$ cat config.mk
export PLATFORM = sky130hd
export DESIGN_NAME = bit_serial_deser
export DESIGN_NICKNAME = d
export VERILOG_FILES = /design/src/rtl/bit_serial_deser.sv
export SDC_FILE = /design/constraint.sdc
export NUM_CORES = 1
export LEC_CHECK = 0
export CAP_MARGIN = 20
export CORE_ASPECT_RATIO = 1.5
export CORE_UTILIZATION = 39
export CTS_BUF_LIST = sky130_fd_sc_hd__clkbuf_4
export DETAILED_ROUTE_END_ITERATION = 8
export PLACE_DENSITY_LB_ADDON = 0.08
export SLEW_MARGIN = 20
export SYNTH_ARGS = -nofsm -noshare
export SYNTH_HDL_FRONTEND = slang
export SYNTH_SLANG_ARGS = --single-unit
$ cat constraint.sdc
create_clock -name clk -period 3.75 [get_ports clk]
set_clock_uncertainty 0.15 [all_clocks]
set_input_delay 0.5625 -clock clk [delete_from_list [all_inputs] [get_ports clk]]
set_output_delay 0.5625 -clock clk [all_outputs]
set_load 0.1 [all_outputs]
$ cat src/rtl/bit_serial_deser.sv
// bit_serial_deser: reassembles an LSB-first bit stream into WIDTH-bit words
// and presents each word on a valid/ready holding register. It flags framing
// errors (sof arriving mid-word) and overruns (a completed word dropped).
//
// Ports:
//   clk        single clock, rising edge
//   rst        asynchronous active-low reset
//   bit_in     serial data bit, LSB first
//   bit_valid  bit_in is valid this cycle
//   sof        start of frame, qualifies a valid bit as bit 0
//   clr_err    synchronous clear of the sticky error flags
//   out_data   assembled word, stable while out_valid=1
//   out_valid  out_data holds an unconsumed word
//   out_ready  consumer accepts out_data when out_valid=1
//   busy       a word is partially received
//   frame_err  sticky, sof arrived mid-word
//   overrun    sticky, a completed word was dropped
module bit_serial_deser #(
  parameter int unsigned WIDTH = 8
) (
  input  logic             clk,
  input  logic             rst,
  input  logic             bit_in,
  input  logic             bit_valid,
  input  logic             sof,
  input  logic             clr_err,
  output logic [WIDTH-1:0] out_data,
  output logic             out_valid,
  input  logic             out_ready,
  output logic             busy,
  output logic             frame_err,
  output logic             overrun
);

  localparam int unsigned CW = (WIDTH > 1) ? $clog2(WIDTH) : 1;
  localparam logic [CW-1:0] LAST = CW'(WIDTH - 1);

  typedef enum logic {
    IDLE  = 1'b0,
    SHIFT = 1'b1
  } state_t;

  state_t           state_q, state_d;
  logic [CW-1:0]    cnt_q, cnt_d;
  logic [WIDTH-1:0] shreg_q, shreg_d;
  logic [WIDTH-1:0] data_q, data_d;
  logic             ovalid_q, ovalid_d;
  logic             busy_q;
  logic             ferr_q, ferr_d;
  logic             ovr_q, ovr_d;
  logic             complete;
  logic [WIDTH-1:0] word;

  // State and output registers
  always_ff @(posedge clk or negedge rst) begin
    if (!rst) begin
      state_q  <= IDLE;
      cnt_q    <= '0;
      shreg_q  <= '0;
      data_q   <= '0;
      ovalid_q <= 1'b0;
      busy_q   <= 1'b0;
      ferr_q   <= 1'b0;
      ovr_q    <= 1'b0;
    end else begin
      state_q  <= state_d;
      cnt_q    <= cnt_d;
      shreg_q  <= shreg_d;
      data_q   <= data_d;
      ovalid_q <= ovalid_d;
      busy_q   <= (state_d == SHIFT);
      ferr_q   <= ferr_d;
      ovr_q    <= ovr_d;
    end
  end

  // Next-state, shift, output-stage and flag logic
  always_comb begin
    state_d  = state_q;
    cnt_d    = cnt_q;
    shreg_d  = shreg_q;
    data_d   = data_q;
    ovalid_d = ovalid_q;
    ferr_d   = ferr_q;
    ovr_d    = ovr_q;
    complete = 1'b0;
    word     = shreg_q | (WIDTH'(bit_in) << cnt_q);

    // Clear first so a same-cycle set event below wins
    if (clr_err) begin
      ferr_d = 1'b0;
      ovr_d  = 1'b0;
    end

    if (ovalid_q && out_ready) begin
      ovalid_d = 1'b0;
    end

    case (state_q)
      IDLE: begin
        // Non-sof bits in IDLE are silently discarded
        if (bit_valid && sof) begin
          shreg_d = WIDTH'(bit_in);
          cnt_d   = CW'(1);
          state_d = SHIFT;
        end
      end
      SHIFT: begin
        if (bit_valid) begin
          if (sof) begin
            // Restart on the new frame; upper bits cleared with the partial
            ferr_d  = 1'b1;
            shreg_d = WIDTH'(bit_in);
            cnt_d   = CW'(1);
          end else begin
            shreg_d = word;
            if (cnt_q == LAST) begin
              complete = 1'b1;
              cnt_d    = '0;
              state_d  = IDLE;
            end else begin
              cnt_d = CW'(cnt_q + 1'b1);
            end
          end
        end
      end
      default: state_d = IDLE;
    endcase

    // Holding register loads when empty or being drained this same edge
    if (complete) begin
      if (!ovalid_q || out_ready) begin
        data_d   = word;
        ovalid_d = 1'b1;
      end else begin
        ovr_d = 1'b1;
      end
    end
  end

  assign out_data  = data_q;
  assign out_valid = ovalid_q;
  assign busy      = busy_q;
  assign frame_err = ferr_q;
  assign overrun   = ovr_q;

endmodule

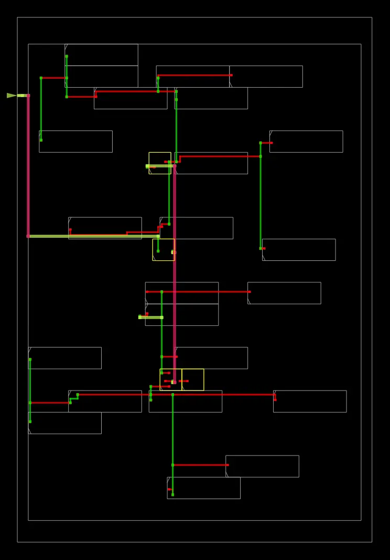
**Above:** clock routing.
CLK BUF: 4
Num Clock Sinks: 23
Flops: 23

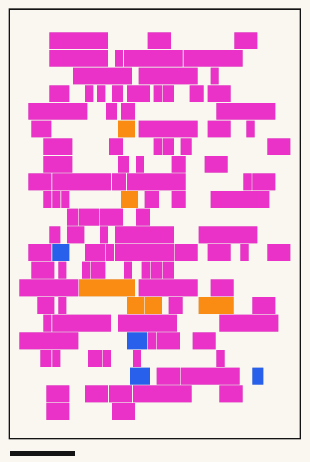
**Above:** sizing map.
Scale bar: 10 um.
[magenta] _0 and _1 cells | cells: 105 | share: 91%
[blue] _2 cells | cells: 4 | share: 3.5%
[orange] _3 and _4 cells | cells: 6 | share: 5.2%

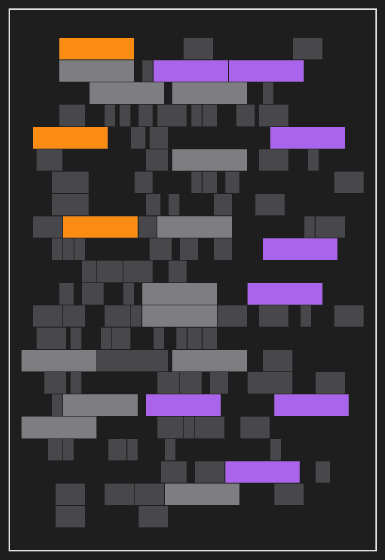
**Above:** where the registers sit.
[purple] out_data | placed flops: 8
[orange] cnt_q | placed flops: 3
not colored: 12
Register Area: 576 um^2
sequential share of cell area: 0.451
fin util: 0.509
Seq power: 0.316 mW

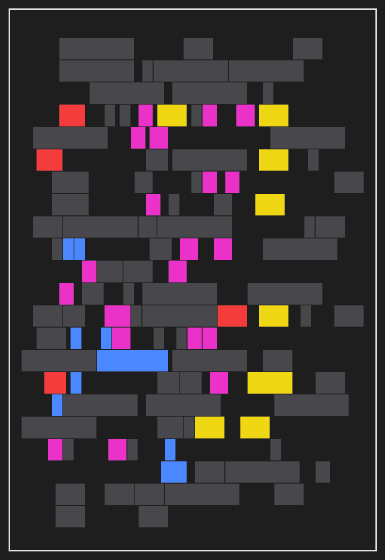
**Above:** selected gate families.
[red] non-inverting ao/oa cells | cells: 4
[magenta] aoi and oai cells | cells: 20
[yellow] mux cells | cells: 8
[blue] nand cells | cells: 9

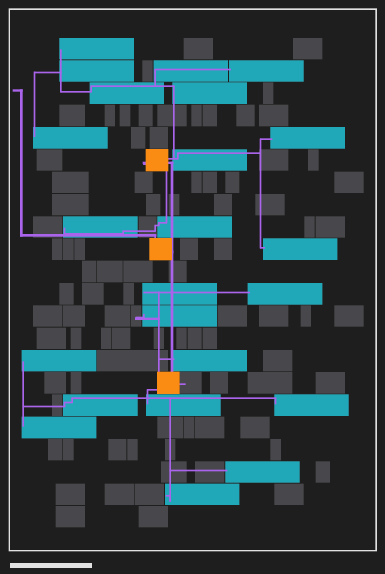
**Above:** routed clock nets over the placement.
Scale bar: 10 um.
[orange] clock drivers | count: 3
[cyan] flip-flops | count: 23
[purple] clock wires | length: 267 um
routed clock nets: 4
flops lie: all over the die
clock network power: 0.122 mW
clk_lat worst skew: 310 ps

-- state kept, by name, indices dropped and copies added, names as in the netlist --
signal / cells
busy: 1
shreg_q: 8
out_valid: 1
overrun: 1
cnt_q: 3
frame_err: 1
out_data: 8
-- worst reg2reg max path: stages (launching register included) --
cell and delay, ps:
dfrtp_1 550, ha_1 220, ha_1 240, nand4b_4 140, nor2b_2 460, mux2_4 340
-- power by group --
group,total [mW],internal (mW),switching (mW)
combinational,0.291,0.0736,0.218
clock,0.122,0.0488,0.0735
sequential,0.316,0.283,0.0328
total,0.730,0.406,0.324
-- cells in the final DEF, fill, tap and decap left out, drive strengths merged, types with 2 or more instances in the layout --
master	synthesis	routed
mux2i	7	7
ha	2	2
nor2	10	10
clkdlybuf4s50	0	17
nand2	7	7
a22o	2	2
nor2b	4	4
dfrtp	23	23
a21oi	8	8
o21ai	3	3
inv	9	9
clkbuf	0	4
a31oi	6	6
o22ai	2	2
-- through the flow --
stage | utilization | worst slack, ps
final | 0.509 | 986
after global routing | 0.509 | 926
after CTS | 0.511 | 986
after detailed placement | 0.500 | 1280
after global placement | 0.500 | 1310
after floorplan | - | 1620
-- layout make-up --
cell class                      instances  share of cell area
Multi-Input combinational cell         61               0.326
Clock buffer                            4              0.0235
Sequential cell                        23               0.451
Inverter                                9              0.0265
Timing Repair Buffer                   18               0.137
Tap cell                               36              0.0353
-- final timing paths --
path,from,end,slack [ps],depth (start not counted)
setup / recovery,busy,busy,990,1
hold / removal,rst,out_data[2],50,1
setup reg to reg,cnt_q[1],out_data[7],1560,5
hold reg to reg,shreg_q[4],shreg_q[4],360,2
max in group asynchronous,rst,cnt_q[1],3060,1
min in group clk,shreg_q[4],shreg_q[4],360,2
==> flow_metrics.py <==
# Physical implementation metrics
metrics = {
    "route": {
        "wl_met2_um": 989,
        "drc": 0,
        "met1_length_um": 916,
        "antenna_left": 0,
        "drt-initial-drc-count": 27,
    },
    "global_route": {
        "grt_max_degree": 24,
        "grt.busiest_layer": "met2",
        "overflow": 0,
        "gr-usage-met3": 0.0191,
    },
    "placed_design": {
        "port_buffers": 18,
        "hpwl_um": 1430,
        "placedInstanceArea_um2": 1250,
        "place_congestion": 0.747,
    },
    "logic_synthesis": {
        "xor_area_frac": 0,
        "synthAdderAreaFrac": 0.0236,
        "fp_nets": 107,
        "synthDistinctLibCells": 26,
        "synth-main-ff-cell": "dfrtp_1",
        "most_common_cell": "dfrtp_1",
        "ys_ff": 23,
    },
    "power": {
        "p_total_mw": 0.730,
        "peakVddDrop_mv": 0.273,
        "leakage_nw": 0.607,
    },
    "worst_setup_path": {
        "critPathMaxFanout": 10,
        "cpPeakStageDelay_ps": 1200,
        "start_kind": "flop",
        "arrival_ps": 2050,
        "path_buffers": 1,
        "path_delay_family": "buffers and inverters",
    },
    "status": {
        "status": "finished, final reports clean",
    },
    "final_layout": {
        "stdcell_count": 151,
    },
    "timing": {
        "min_period_ps": 2760,
    },
    "clocking": {
        "clk_pin_slew_ps": 120,
    },
}
Power and IR drop assume default switching activity.
